`src/rtl/spi_ram_pkg.sv`:
```
// Shared command encoding for the SPI RAM endpoint.
package spi_ram_pkg;

    localparam int CMD_W = 2;

    typedef enum logic [CMD_W-1:0] {
        CMD_WR_ADDR = 2'b00,
        CMD_WR_DATA = 2'b01,
        CMD_RD_ADDR = 2'b10,
        CMD_RD_DATA = 2'b11
    } cmd_e;

endpackage

```
`src/rtl/spi_ram_array.sv`:
```
// Single-port storage array with registered read data; contents are never reset.
module spi_ram_array #(
    parameter int ADDR_SIZE = 8,
    parameter int DATA_W    = 8
) (
    input  logic                 clk,
    input  logic                 we,
    input  logic [ADDR_SIZE-1:0] addr,
    input  logic [DATA_W-1:0]    wdata,
    output logic [DATA_W-1:0]    rdata
);

    logic [DATA_W-1:0] mem_q [2**ADDR_SIZE];
    logic [DATA_W-1:0] rdata_q;

    always_ff @(posedge clk) begin
        if (we) begin
            mem_q[addr] <= wdata;
        end
        rdata_q <= mem_q[addr];
    end

    assign rdata = rdata_q;

endmodule

```
`src/rtl/spi_burst_ram.sv`:
```
// Command decoder, burst pointers and sticky error flag in front of the RAM array.
module spi_burst_ram
    import spi_ram_pkg::*;
#(
    parameter int ADDR_SIZE = 8,
    parameter int DATA_W    = 8,
    parameter int MEM_DEPTH = 2**ADDR_SIZE
) (
    input  logic                    clk,
    input  logic                    rst,
    input  logic [DATA_W+CMD_W-1:0] din,
    input  logic                    rx_valid,
    output logic [DATA_W-1:0]       dout,
    output logic                    tx_valid,
    output logic                    err
);

    if (DATA_W < ADDR_SIZE) begin : g_bad_width
        $error("spi_burst_ram: DATA_W must be >= ADDR_SIZE");
    end
    if (MEM_DEPTH != 2**ADDR_SIZE) begin : g_bad_depth
        $error("spi_burst_ram: MEM_DEPTH must equal 2**ADDR_SIZE");
    end

    cmd_e                 cmd;
    logic [ADDR_SIZE-1:0] wr_ptr_q, wr_ptr_d;
    logic [ADDR_SIZE-1:0] rd_ptr_q, rd_ptr_d;
    logic                 wr_armed_q, wr_armed_d;
    logic                 rd_armed_q, rd_armed_d;
    logic                 err_q, err_d;
    logic                 tx_valid_q;
    logic [DATA_W-1:0]    dout_hold_q;
    logic                 wr_fire, rd_fire;
    logic [ADDR_SIZE-1:0] ram_addr;
    logic [DATA_W-1:0]    ram_rdata;

    assign cmd     = cmd_e'(din[DATA_W+CMD_W-1:DATA_W]);
    assign wr_fire = !rst && rx_valid && (cmd == CMD_WR_DATA) && wr_armed_q;
    assign rd_fire = !rst && rx_valid && (cmd == CMD_RD_DATA) && rd_armed_q;

    assign ram_addr = (cmd == CMD_RD_DATA) ? rd_ptr_q : wr_ptr_q;

    always_comb begin
        wr_ptr_d   = wr_ptr_q;
        rd_ptr_d   = rd_ptr_q;
        wr_armed_d = wr_armed_q;
        rd_armed_d = rd_armed_q;
        err_d      = err_q;
        if (rx_valid) begin
            case (cmd)
                CMD_WR_ADDR: begin
                    wr_ptr_d   = din[ADDR_SIZE-1:0];
                    wr_armed_d = 1'b1;
                end
                CMD_WR_DATA: begin
                    if (wr_armed_q) wr_ptr_d = wr_ptr_q + ADDR_SIZE'(1);
                    else            err_d    = 1'b1;
                end
                CMD_RD_ADDR: begin
                    rd_ptr_d   = din[ADDR_SIZE-1:0];
                    rd_armed_d = 1'b1;
                end
                CMD_RD_DATA: begin
                    if (rd_armed_q) rd_ptr_d = rd_ptr_q + ADDR_SIZE'(1);
                    else            err_d    = 1'b1;
                end
                default: ;
            endcase
        end
    end

    always_ff @(posedge clk) begin
        if (rst) begin
            wr_ptr_q    <= '0;
            rd_ptr_q    <= '0;
            wr_armed_q  <= 1'b0;
            rd_armed_q  <= 1'b0;
            err_q       <= 1'b0;
            tx_valid_q  <= 1'b0;
            dout_hold_q <= '0;
        end else begin
            wr_ptr_q    <= wr_ptr_d;
            rd_ptr_q    <= rd_ptr_d;
            wr_armed_q  <= wr_armed_d;
            rd_armed_q  <= rd_armed_d;
            err_q       <= err_d;
            tx_valid_q  <= rd_fire;
            dout_hold_q <= dout;
        end
    end

    spi_ram_array #(
        .ADDR_SIZE (ADDR_SIZE),
        .DATA_W    (DATA_W)
    ) u_array (
        .clk   (clk),
        .we    (wr_fire),
        .addr  (ram_addr),
        .wdata (din[DATA_W-1:0]),
        .rdata (ram_rdata)
    );

    // The array reads every cycle, so dout shows fresh data only after a fired read
    // and otherwise the last value presented (zero after reset).
    assign dout     = tx_valid_q ? ram_rdata : dout_hold_q;
    assign tx_valid = tx_valid_q;
    assign err      = err_q;

endmodule

```
`config.mk`:
```
export PLATFORM = sky130hd
export DESIGN_NAME = spi_burst_ram
export DESIGN_NICKNAME = d
export VERILOG_FILES = /design/src/rtl/spi_ram_pkg.sv /design/src/rtl/spi_ram_array.sv /design/src/rtl/spi_burst_ram.sv
export SDC_FILE = /design/constraint.sdc
export NUM_CORES = 2
export LEC_CHECK = 0
export ABC_CLOCK_PERIOD_IN_PS = 3700
export CAP_MARGIN = 20
export CORE_UTILIZATION = 55
export CTS_BUF_LIST = sky130_fd_sc_hd__clkbuf_8
export DETAILED_ROUTE_END_ITERATION = 10
export HOLD_SLACK_MARGIN = 0.06
export PLACE_DENSITY = 0.72
export SETUP_SLACK_MARGIN = 0.3
export SLEW_MARGIN = 20
export SYNTH_ARGS = -nofsm -noshare
export SYNTH_HDL_FRONTEND = slang
export SYNTH_SLANG_ARGS = --single-unit
```
`constraint.sdc`:
```
create_clock -name clk -period 3.7 [get_ports clk]
set_input_delay 0.555 -clock clk [delete_from_list [all_inputs] [get_ports clk]]
set_output_delay 0.555 -clock clk [all_outputs]
set_load 0.02 [all_outputs]
```
==> impl_metrics.csv <==
group,metric,value,unit
run_status,status,"complete, no violations",
setup_path,crit_arrival,4260,ps
cells_and_area,fin_nets,5088,
sta,skew,61.2,ps
cts,clock-root-buffer,"clkbuf_8",
min_path,min_to,"u_array.mem_q[94][4]$_DFFE_PP_",
setup_path,crit_fanout,73,
power_and_ir_drop,irDropWorstVdd,0.000416,V
placement,numPortBuffers,22,
min_path,hp-start,"din[4]",
sta,worst_slew_pin_slew,1140,ps
grt,first_global_vias,46300,
floorplan,die_y,377,µm
cells_and_area,fin_util,65.3,%
cells_and_area,syn_to_final_growth,18.0,%
floorplan,dieArea,0.142,mm²
sta,finalSetupViolCount,0,
drt,ant_nets,0,
floorplan,ios,23,
setup_path,critPathLaunch,"wr_ptr_q[1]$_SDFFE_PP0P_",
yosys,synth_area_per_cell,18.0,µm²
yosys,ys_seq_share,80.6,%
yosys,top_area_share,79.7,%
power_and_ir_drop,internal_power,36100,µW
grt,grt_pass1_wl,297000,µm
power groups by stage:
stage | Clock (µW) | Combinational, µW | Sequential (µW)
6_report | 17600 | 2750 | 26000
2_1_floorplan | 0 | 1270 | 26500
5_1_grt | 18800 | 2890 | 26000
3_5_place_dp | 0 | 2700 | 26500
4_1_cts | 17800 | 2720 | 26000
3_3_place_gp | 0 | 2650 | 26500
logic make-up after synthesis:
family	count (synthesis)	share of synthesized area, %
mux	9	0.130
simple gates	477	2.71
compound gates	1373	14.6
flops	2084	80.6
buf+inv	331	1.88
fa+ha+maj	2	0.0324
cell usage in the layout, fill, tap and decap left out, drive strengths merged, types with 2 or more instances in the layout:
master         Yosys  final
a211oi             3      3
ha                 2      2
buf              122    768
a22oi              6      6
o22ai            258    258
nand2             81     81
inv                5    124
nor2             275    275
nand2b             3      3
nand3             15     15
edfxtp          2048   2048
and3               5      5
clkdlybuf4s50      0     14
mux2               8      8
a21boi             8      8
a21oi             31     31
nor4              64     64
o31ai              7      7
nor3               3      3
dfxtp             36     36
bufinv             0      6
a221oi           513    513
a2111o             8      8
nand4b             3      3
or3                5      5
nor2b             13     13
clkinv             0     84
a22o             514    514
clkinvlp           0      5
nand3b             7      7
o21ai             16     16
diode              0      2
clkbuf           204    347
a311oi             2      2
dlygate4sd3        0      6
area by class of cell:
| type | instances | area, µm² |
|---|---|---|
| Antenna cell | 2 | 5.00 |
| Clock buffer | 347 | 4780 |
| Clock inverter | 214 | 1030 |
| Fill cell | 9190 | 48400 |
| Inverter | 5 | 18.8 |
| Multi-Input combinational cell | 1861 | 13600 |
| Sequential cell | 2084 | 62200 |
| Tap cell | 1876 | 2350 |
| Timing Repair Buffer | 788 | 7030 |
layer usage:
| metal | wire (µm) | vias up |
|---|---|---|
| li1 | - | 19900 |
| met1 | 78100 | 23500 |
| met2 | 95600 | 2901 |
| met3 | 22200 | 425 |
| met4 | 7050 | 8 |
| met5 | 47 | - |
cell usage after synthesis, types with 4 or more instances:
master / count
nor2_1: 275
inv_1: 5
o31ai_1: 6
buf_6: 13
nor2b_1: 13
a21oi_1: 31
a221oi_2: 4
buf_4: 5
a21boi_1: 6
a22o_1: 514
or3_1: 5
clkbuf_1: 204
o21ai_0: 13
nand2_1: 80
buf_2: 74
edfxtp_1: 2048
mux2_2: 8
nor4_1: 64
a2111o_1: 8
nand3_1: 15
o22ai_1: 258
and3_1: 5
a22oi_1: 6
a221oi_1: 509
dfxtp_1: 36
nand3b_1: 7
buf_1: 30
worst max-delay path: stages (launching register included):
cell and delay [ps]:
dfxtp_1 470, a211o_1 190, o31ai_4 150, buf_12 220
buf_4 250, buf_4 180, a22o_1 240, a221oi_1 330
o22ai_1 130, nor4_1 520, a21oi_1 160, a2111o_1 360
registers in the layout (all words and copies together) (netlist names):
name	flops
rd_ptr_q	8
wr_ptr_q	8
u_array.rdata	8
u_array.mem_q	2048
wr_armed_q	1
tx_valid	1
rd_armed_q	1
dout_hold_q	8
err	1
timing repair:
action / 4_1_cts / 5_1_grt
resized: 5 / 10
setup endpoints to repair: 11 / 6
hold endpoints to repair: 147 / 0
hold buffers: 6 / 0
pin swaps: 0 / 1
setup buffers: 0 / 0
**Cells colored by class**

Scale: 1 px per µm.
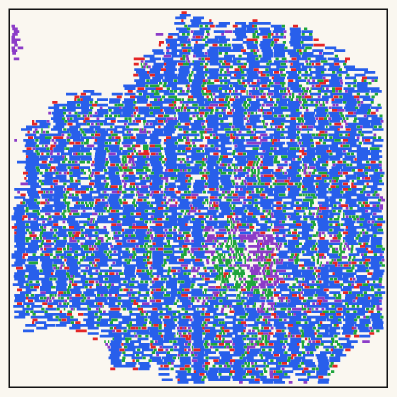
color	class	cells	share of their area
green	combinational and other logic	1866	15%
blue	sequential cells	2084	70%
red	clock drivers and dummy loads	561	6.5%
purple	remaining buffers and delay cells	788	7.9%

**Signal wires on met3**

Scale: 1 px per µm.
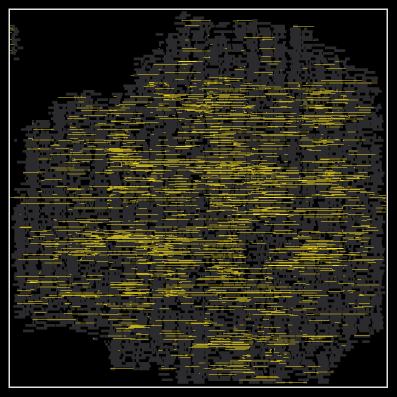
wire length on this layer	22.2 mm
share of all routed wire	11%
main direction	horizontal

**Clock routing**

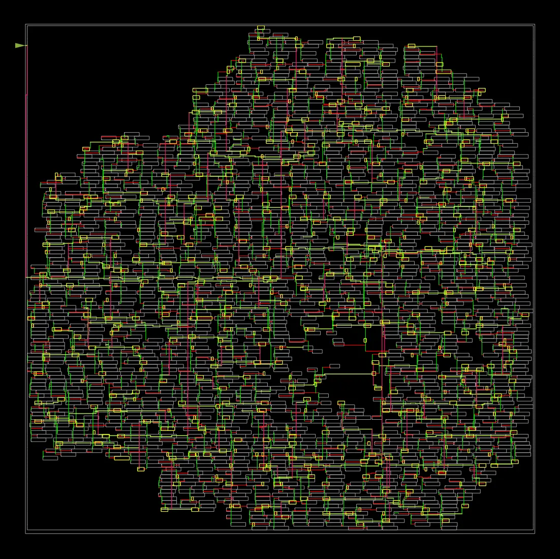
Num Clock Sinks: 2084
cts bufs inserted: 333
clk pwr: 17600 µW

**Port wiring**

Scale: 1 px per µm.
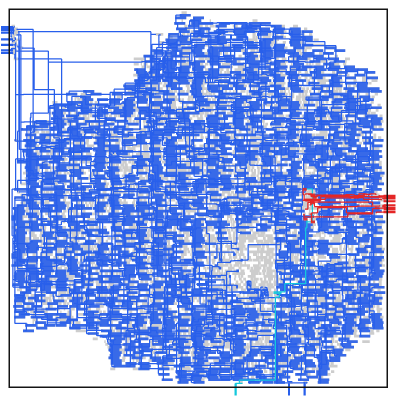
color	port	direction	end cells	wire
red	dout	output	8	710 µm
cyan	tx_valid	output	1	298 µm
blue	din	input	2079	34.0 mm

**Clock distribution**

Scale: 1 px per µm.
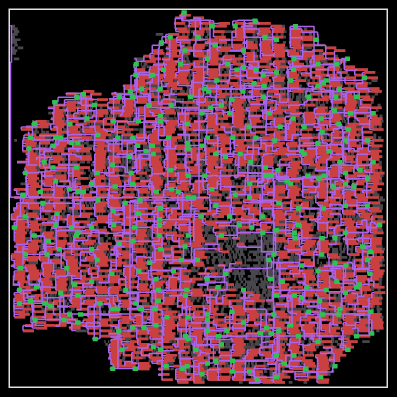
[green] clock drivers | count: 333
[purple] clock wires | length: 23.0 mm
[red] flip-flops | count: 2084
routed clock nets	334

Power figures rest on the tool's default switching activity, not on a simulated workload.
